`src/rtl/core_pkg.sv`:
```
// Shared types for the RV32I core: opcodes, decoded action, sequencer state, trap cause.
package core_pkg;

   localparam logic [6:0] OP_LUI    = 7'b0110111;
   localparam logic [6:0] OP_AUIPC  = 7'b0010111;
   localparam logic [6:0] OP_JAL    = 7'b1101111;
   localparam logic [6:0] OP_JALR   = 7'b1100111;
   localparam logic [6:0] OP_BRANCH = 7'b1100011;
   localparam logic [6:0] OP_LOAD   = 7'b0000011;
   localparam logic [6:0] OP_STORE  = 7'b0100011;
   localparam logic [6:0] OP_IMM    = 7'b0010011;
   localparam logic [6:0] OP_REG    = 7'b0110011;

   localparam logic [31:0] NOP_INSTR = 32'h0000_0013;  // addi x0,x0,0
   localparam logic [2:0]  F3_FETCH  = 3'b010;         // fetches are always full words

   typedef enum logic [2:0] {
      IS_ALU, IS_LOAD, IS_STORE, IS_BRANCH, IS_JUMP, IS_LUI, IS_AUIPC, IS_ILLEGAL
   } action_t;

   typedef enum logic [2:0] {
      FETCH_REQ, FETCH_WAIT, DECODE, EXECUTE, MEM_REQ, MEM_WAIT, WRITEBACK, HALT
   } seq_state_t;

   typedef enum logic [1:0] {
      TRAP_NONE, TRAP_FETCH_MISALIGN, TRAP_DATA_MISALIGN, TRAP_ILLEGAL
   } trap_t;

   // Opcode to action class, used by the core decoder.
   function automatic action_t decode_action(input logic [6:0] opcode);
      case (opcode)
         OP_IMM, OP_REG:  return IS_ALU;
         OP_LOAD:         return IS_LOAD;
         OP_STORE:        return IS_STORE;
         OP_BRANCH:       return IS_BRANCH;
         OP_JAL, OP_JALR: return IS_JUMP;
         OP_LUI:          return IS_LUI;
         OP_AUIPC:        return IS_AUIPC;
         default:         return IS_ILLEGAL;
      endcase
   endfunction

   // func3[1:0] encodes size: 00 byte, 01 half, 10 word.
   function automatic logic is_misaligned(input logic [2:0] f3, input logic [1:0] addr_lo);
      case (f3[1:0])
         2'b10:   return (addr_lo != 2'b00);
         2'b01:   return addr_lo[0];
         default: return 1'b0;
      endcase
   endfunction

endpackage

```
`src/rtl/perf_counter.sv`:
```
// Free-running event counter, wraps modulo 2^WIDTH.
module perf_counter #(
   parameter int WIDTH = 64
) (
   input  logic             clk,
   input  logic             reset,
   input  logic             en,
   output logic [WIDTH-1:0] count
);

   // Count enabled cycles; synchronous clear.
   always_ff @(posedge clk) begin
      if (reset)   count <= '0;
      else if (en) count <= count + WIDTH'(1);
   end

endmodule

```
`src/rtl/core_sequencer.sv`:
```
// Multi-cycle fetch/execute sequencer with a valid/ready request channel and a
// response-valid channel, traps with a sticky halt, and perf counters.
module core_sequencer
   import core_pkg::*;
#(
   parameter int              XLEN            = 32,
   parameter logic [XLEN-1:0] RESET_VECTOR    = 32'h0000_0000,
   parameter int              CNT_WIDTH       = 64,
   parameter int              TRAP_MISALIGNED = 1
) (
   input  logic                 clk,
   input  logic                 reset,
   input  logic                 run,
   output logic                 mem_req_valid,
   input  logic                 mem_req_ready,
   output logic [XLEN-1:0]      mem_req_addr,
   output logic                 mem_req_wen,
   output logic [XLEN-1:0]      mem_req_wdata,
   output logic [2:0]           mem_req_func3,
   input  logic                 mem_rsp_valid,
   input  logic [XLEN-1:0]      mem_rsp_data,
   input  action_t              action_type,
   input  logic [2:0]           func3,
   input  logic [XLEN-1:0]      data_addr,
   input  logic [XLEN-1:0]      store_data,
   input  logic [XLEN-1:0]      pc_next,
   output logic [XLEN-1:0]      pc,
   output logic [31:0]          instruction,
   output logic [XLEN-1:0]      load_data,
   output logic                 reg_wen,
   output logic                 halted,
   output trap_t                trap_cause,
   output logic [CNT_WIDTH-1:0] cycle_count,
   output logic [CNT_WIDTH-1:0] instret_count
);

   seq_state_t state, state_nxt;
   trap_t      trap_nxt;
   // Once a fetch is offered it must stay offered until accepted, even if run drops.
   logic       fetch_hold;

   assign halted = (state == HALT);

   // Next-state and request/strobe decode.
   always_comb begin
      state_nxt     = state;
      trap_nxt      = trap_cause;
      mem_req_valid = 1'b0;
      mem_req_addr  = pc;
      mem_req_wen   = 1'b0;
      mem_req_wdata = '0;
      mem_req_func3 = F3_FETCH;
      reg_wen       = 1'b0;
      case (state)
         FETCH_REQ: begin
            if (pc[1:0] != 2'b00) begin
               state_nxt = HALT;
               trap_nxt  = TRAP_FETCH_MISALIGN;
            end else if (run || fetch_hold) begin
               mem_req_valid = 1'b1;
               if (mem_req_ready) state_nxt = FETCH_WAIT;
            end
         end
         FETCH_WAIT: if (mem_rsp_valid) state_nxt = DECODE;
         DECODE:     state_nxt = EXECUTE;
         EXECUTE: begin
            case (action_type)
               IS_ILLEGAL: begin
                  state_nxt = HALT;
                  trap_nxt  = TRAP_ILLEGAL;
               end
               IS_LOAD, IS_STORE: begin
                  if ((TRAP_MISALIGNED != 0) && is_misaligned(func3, data_addr[1:0])) begin
                     state_nxt = HALT;
                     trap_nxt  = TRAP_DATA_MISALIGN;
                  end else begin
                     state_nxt = MEM_REQ;
                  end
               end
               default: state_nxt = WRITEBACK;
            endcase
         end
         MEM_REQ: begin
            mem_req_valid = 1'b1;
            mem_req_addr  = data_addr;
            mem_req_func3 = func3;
            if (action_type == IS_STORE) begin
               mem_req_wen   = 1'b1;
               mem_req_wdata = store_data;
            end
            // Stores complete on acceptance; loads wait for data.
            if (mem_req_ready) state_nxt = (action_type == IS_STORE) ? WRITEBACK : MEM_WAIT;
         end
         MEM_WAIT:  if (mem_rsp_valid) state_nxt = WRITEBACK;
         WRITEBACK: begin
            reg_wen   = (action_type != IS_STORE) && (action_type != IS_BRANCH);
            state_nxt = FETCH_REQ;
         end
         HALT:      state_nxt = HALT;
         default:   state_nxt = FETCH_REQ;
      endcase
      // No request may be offered while reset is applied.
      if (reset) mem_req_valid = 1'b0;
   end

   // State, PC, instruction/load latches and trap cause.
   always_ff @(posedge clk) begin
      if (reset) begin
         state       <= FETCH_REQ;
         pc          <= RESET_VECTOR;
         instruction <= NOP_INSTR;
         load_data   <= '0;
         trap_cause  <= TRAP_NONE;
         fetch_hold  <= 1'b0;
      end else begin
         state      <= state_nxt;
         trap_cause <= trap_nxt;
         fetch_hold <= (state == FETCH_REQ) && mem_req_valid && !mem_req_ready;
         if ((state == FETCH_WAIT) && mem_rsp_valid) instruction <= mem_rsp_data[31:0];
         if ((state == MEM_WAIT) && mem_rsp_valid)   load_data   <= mem_rsp_data;
         if (state == WRITEBACK)                     pc          <= pc_next;
      end
   end

   perf_counter #(.WIDTH(CNT_WIDTH)) u_cycle_cnt (
      .clk   (clk),
      .reset (reset),
      .en    (state != HALT),
      .count (cycle_count)
   );

   perf_counter #(.WIDTH(CNT_WIDTH)) u_instret_cnt (
      .clk   (clk),
      .reset (reset),
      .en    (state == WRITEBACK),
      .count (instret_count)
   );

endmodule

```
`config.mk`:
```
export PLATFORM = sky130hd
export DESIGN_NAME = core_sequencer
export DESIGN_NICKNAME = d
export VERILOG_FILES = /design/src/rtl/core_pkg.sv /design/src/rtl/perf_counter.sv /design/src/rtl/core_sequencer.sv
export SDC_FILE = /design/constraint.sdc
export NUM_CORES = 1
export LEC_CHECK = 0
export CAP_MARGIN = 20
export CORE_AREA = 2 2 171 173
export CTS_CLUSTER_SIZE = 8
export DETAILED_ROUTE_END_ITERATION = 7
export DIE_AREA = 0 0 173 175
export MAX_ROUTING_LAYER = met4
export PLACE_DENSITY = 0.68
export SETUP_SLACK_MARGIN = 0.02
export SYNTH_ARGS = -nofsm -noshare
export SYNTH_HDL_FRONTEND = slang
export SYNTH_HIERARCHICAL = 1
export SYNTH_SLANG_ARGS = --single-unit
```
`constraint.sdc`:
```
create_clock -name clk -period 4.86 [get_ports clk]
set_input_delay 0.972 -clock clk [delete_from_list [all_inputs] [get_ports clk]]
set_output_delay 0.972 -clock clk [all_outputs]
set_load 0.05 [all_outputs]
```
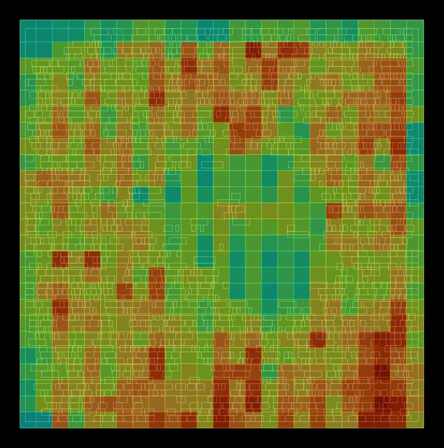
Run 1: routing congestion map
Routed WL per cell: 18.2 µm
grt met2 use: 0.405
met1 Usage GRT: 0.296
fraction of the core area covered by cells at the end of the flow: 0.561
Tot GR Track Use: 0.245

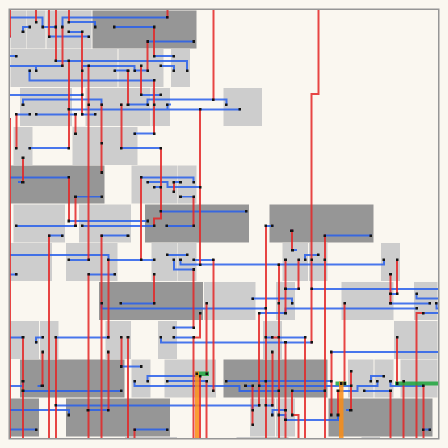
Run 1: layout detail
Region (72, 38) to (102, 68) µm. Cells in gray, sequential cells in the stronger gray; small squares are vias.
Key: red = M2; blue = M1; green = M3; orange = M4
Netlist names of flops here include pc (5), u_instret_cnt/count (4). 46 logic cells have their middle in the window. Most frequent: nand2_1 (10), dfxtp_1 (9), clkdlybuf4s50_1 (7). Sequential cells in the window: 9.

==> run summary, run 1 <==
Synthesis and PnR results.

- By count the netlist is led by 230 x dfxtp_1, 228 x nand2_1, 145 x a21oi_1, 93 x nor2_1, 56 x nand4_1.
- The largest fanout of any net on the critical path is 17.
- The beginning of the worst hold path is load_data[27]$_SDFFE_PP0P_.
- The vertical die dimension reads 175 µm.
- The net count reported at finish reads 1807.
- The buffer count from post-CTS setup fixing is 0.
- The final setup skew reads 14.9 ps.
- The total congestion overflow after global routing reads 0.
- The synthesized instance count is 1249.
- Checking max transition, the worst relative margin is 0.405.
- The power drawn by the sequential cells is 2.06 mW.
- The net count after synthesis is 1392.
- Setup repair after global routing left no endpoint under its margin.
- The worst hold path endpoint is load_data[27]$_SDFFE_PP0P_.
- The worst setup path startpoint reads action_type[1].
- The global routing met3 resource utilization is 0.0585.
- The run finished with clean final reports.
- The met1 layer wirelength in the final routing is 15900 µm.
- Once layout is done, the placed cells without fillers occupy 0.0159 mm².
- Broken down by cell family, the worst path's largest delay share belongs to buffers and inverters.
- The number of max-capacitance violations reported reads 0.
- The power report attributes to the combinational group a share of 0.246.
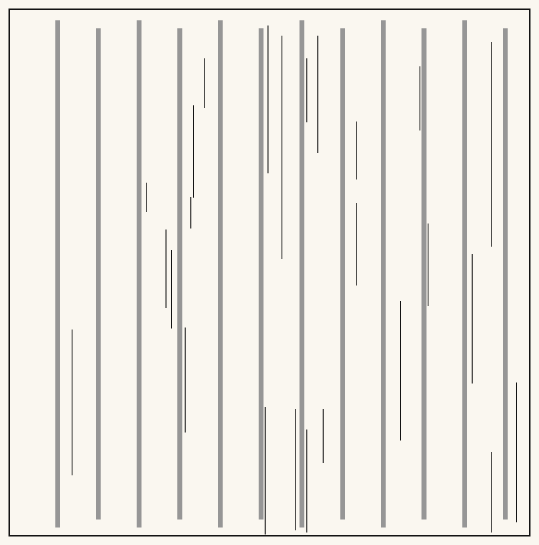
Run 1: M4 wires
Scale: 3 px per µm. Supply wires on this layer in gray.
The longest straight run is 74.1 µm. The layer holds 2.3% of the routed length. The layer carries 843 µm of wire. The wires run mostly vertical.
final wirelength: 37400 µm
via total after detailed routing: 10500

run 1: cell families after synthesis:
| kind of cell | share of synthesized area |
|---|---|
| buffers and inverters | 0.0371 |
| adders and majority gates | 0.00479 |
| xor gates and xnor gates | 0.0629 |
| DFF | 0.441 |
| and+or+nand+nor | 0.308 |
| AOI/OAI and AO/OA | 0.108 |
| muxes | 0.0386 |
run 1: tightest hold or removal path, stage by stage (launching register included):
cell     delay [ps]
dfxtp_1         300
nand2_1          50
a21oi_1          50
run 1: area by class of cell:
| class | count | area (µm²) |
|---|---|---|
| fill | 2634 | 12500 |
| timing repair buffer | 444 | 4370 |
| antenna | 6 | 15.0 |
| clock buffer | 36 | 890 |
| multi-input combinational | 929 | 5460 |
| sequential | 230 | 4600 |
| clock inverter | 1 | 8.76 |
| tap | 384 | 480 |
| inverter | 25 | 93.8 |
==> run 1 -> run 2 <==
REMOVE_ABC_BUFFERS = 1   (was default)
==> run 2 against run 1 <==
Net effect:
- via count rose by 1.1%
- global-route usage rose by 0.30 points
- sequential power barely moved
- register-to-register slack improved by 80 ps
- synthesized cell count did not move
- sequential share of layout area barely moved
- total power rose by 0.29%
- critical path depth fell by 1
- first-iteration DRC count fell by 15%
==> run summary, run 2 <==
Synthesis and PnR results.

- The tally of clock buffers in the finished layout is 36 (unchanged).
- The antenna diode instance count is 11 (+5).
- The number of multi-input logic gates came to 929 (unchanged).
- In this run, CTS created clock tree buffers numbering 34.
- The count of inserted tapcells reads 384 (unchanged).
- The proportion of register bits with asynchronous set or reset after synthesis is 0.
- In this design, the largest share of critical-path delay is due to buffers and inverters.
- The net count reported at finish is 1808 (+0.055%).
- The count of pins over their slew limit reads 0.
- The share of cells above drive strength 1 reads 0.0900.
- Setup repair after global routing left no endpoint under its margin.
- The number of inserted filler cells in the final layout is 2629 (-0.19%).
- The total congestion overflow after global routing reads 0 (unchanged).
- The worst setup path startpoint is action_type[1].
- The number of logic inverters in the finished layout reads 25 (unchanged).
- The floorplan core density is 0.368.
- The final setup skew was 18.9 ps (+3.99 ps).
- The area taken by flip-flops and latches reads 0.00460 mm² (unchanged).
- The biggest slice of the total power is consumed by clock.
- The synthesized instance count was 1249 (unchanged).
- The number of max-capacitance violations reported came to 0 (unchanged).
- The part of the power in combinational logic is 0.247 (about the same).
- The footprint of the multi-input gates is 0.00546 mm² (unchanged).
- The multi-input gate share of total cell area reads 0.342 (about the same).
- The flow ran to the end, and the final reports show no timing, DRC or antenna violations.
- The fraction of area in clock buffers and inverters reads 0.0576 (+0.00120).
- The final standard cell area without fillers reads 0.0159 mm² (about the same).
- By area, the class that comes first in the final layout consists of logic gates.
- The vertical die dimension is 175 µm (unchanged).
- The number of buffers outside the clock class in the layout reads 445 (+0.23%).
- The worst hold path endpoint reads load_data[1]$_SDFFE_PP0P_.
- The flip-flop and latch share of the layout cell area is 0.289 (about the same).
- The beginning of the worst hold path reads load_data[1]$_SDFFE_PP0P_.
[run 2: cell counts after synthesis]
Identical to the previous run, type by type.
[run 2: routing by layer]
metal	track usage	vias to the layer above	wire length, µm
met3	0.0572	66	2450
met1	0.298	5044	16100
met5	-	-	0
li1	-	5175	-
met2	0.406	364	18400
met4	0.0925	0	1220
[run 2: logic make-up (layout without fill, tap and decap cells)]
logic type	after synthesis	count (layout)	share of synthesized area
and+or+nand+nor	604	604	0.308
AOI/OAI and AO/OA	210	210	0.108
adders and majority gates	4	4	0.00479
other	0	11	0
xor gates and xnor gates	75	75	0.0629
DFF	230	230	0.441
buffers and inverters	90	508	0.0371
muxes	36	36	0.0386
[run 2: worst min-delay path, cell delays in order (launching register included)]
cell     delay [ps]
dfxtp_1         300
nand2_1          50
a21oi_1          50
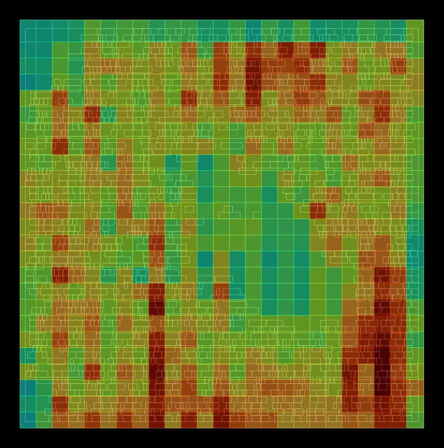
Run 2: routing congestion map
fraction of the core area covered by cells at the end of the flow: 0.561
met1 Usage GRT: 0.298
layer with the highest usage after global routing: met2
grt met2 use: 0.406
Tot GR Track Use: 0.248

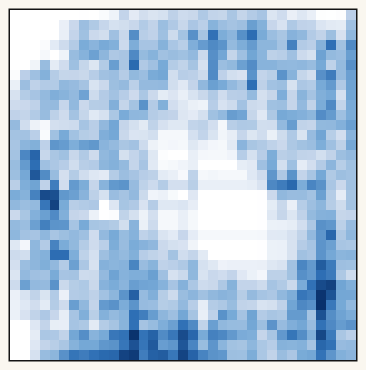
Run 2: wire density map
Scale: 2 px per µm. The die is cut into 35 by 35 equal tiles; white is low, dark blue is high, scaled to the fullest tile. Values are wire area over tile area, all layers added.
The emptiest ninth of the die: middle. 7.5% of the tiles are nearly empty. The fullest tile reaches 0.61.
Routed WL per cell: 18.5 µm
final wirelength: 38200 µm
via total after detailed routing: 10600

==> run 2 -> run 3 <==
ABC_AREA = 0   (was default)
SKIP_LAST_GASP = 1   (was default)
clock period = 5.45 ns   (was 4.86 ns; I/O delays follow)
==> run 3 against run 2 <==
Net effect:
- final cell count down 0.19%
- via count down 0.35%
- clock power down 11%
- die size unchanged
- synthesized area unchanged
- largest cell class unchanged
- sequential share of layout area down 0.14 points
- sequential power down 9.8%
- global-route usage up 0.25 points
- hold slack about the same
- combinational power down about 10%
- first-iteration DRC count up 1.1%
==> run summary, run 3 <==
Synthesis and PnR results.

- The footprint of the multi-input gates is 0.00546 mm² (unchanged).
- The synthesized instance count reads 1249 (unchanged).
- The number of vias in the routed layout reads 10600 (-0.35%).
- The number of multi-input logic gates is 929 (unchanged).
- The flow ran to the end, and the final reports show no timing, DRC or antenna violations.
- The detailed router used layers up to and including met4.
- The number of max-capacitance violations reported reads 0 (unchanged).
- The worst setup path startpoint reads action_type[1].
- The global router reports that the layer with the highest usage is met2.
- The tally of clock buffers in the finished layout came to 35 (-2.8%).
- The count of inserted tapcells came to 384 (unchanged).
- The number of buffers outside the clock class in the layout reads 445 (unchanged).
- The number of inserted filler cells in the final layout reads 2649 (+0.76%).
- The worst hold path endpoint is load_data[19]$_SDFFE_PP0P_.
- The net count reported at finish is 1808 (unchanged).
- The met1 layer wirelength in the final routing reads 16500 µm (+2.6%).
- The antenna diode instance count is 7 (-4).
- The total global routing track utilization reads 0.251 (+0.00252).
- The area taken by flip-flops and latches reads 0.00460 mm² (unchanged).
- The beginning of the worst hold path is load_data[19]$_SDFFE_PP0P_.
- The proportion of register bits with asynchronous set or reset after synthesis is 0 (unchanged).
- The detailed-routed wire length on met3 is 2060 µm (-16%).
- The fraction of area in clock buffers and inverters is 0.0579 (+0.000263).
- Setup repair after global routing left no endpoint under its margin.
-- run 3: stage by stage --
stage | area (µm²) | hold WS [ps] | total power, mW | utilization
global route | 16000 | 473 | 5.09 | 0.564
finish | 16000 | 451 | 4.89 | 0.564
floorplan | 10100 | 592 | 2.58 | -
CTS | 16000 | 452 | 4.94 | 0.563
detailed placement | 15100 | 445 | 3.06 | 0.531
global placement | 15100 | 442 | 3.06 | 0.531
-- run 3: kinds of logic after synthesis --
logic type	Yosys count	synth area share
AOI/OAI and AO/OA	210	0.108
xor gates and xnor gates	75	0.0629
adders and majority gates	4	0.00479
buffers and inverters	90	0.0371
DFF	230	0.441
muxes	36	0.0386
and+or+nand+nor	604	0.308
-- run 3: power breakdown --
group	internal (mW)	switching, mW
clock network	1.13	0.736
registers	1.76	0.0771
logic	0.448	0.746
total	3.33	1.56
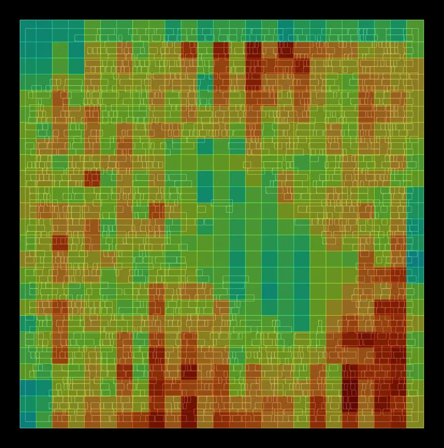
Run 3: routing congestion map
Routed WL per cell: 18.4 µm
met3 layer usage reported by global route: 0.0481

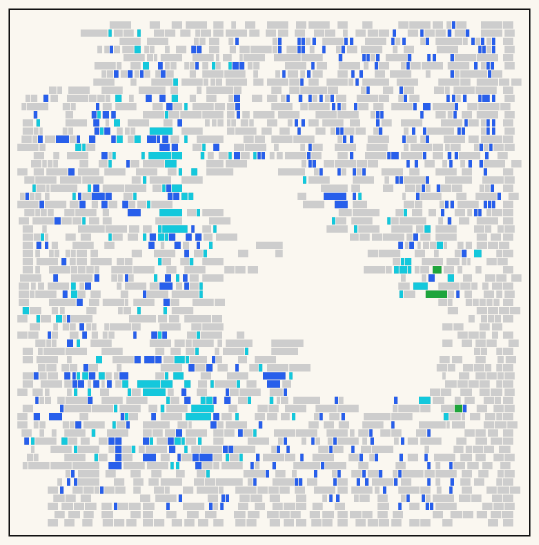
Run 3: gate-type map
Scale: 3 px per µm.
Key: cyan = nor cells [cells 143]; green = non-inverting ao/oa cells [cells 3]; blue = nand cells [cells 350, where widely spread]
non-filler cells in the finished layout: 2058
proportion of cell area occupied by multi-input gates: 0.341

Power figures rest on the tool's default switching activity, not on a simulated workload.
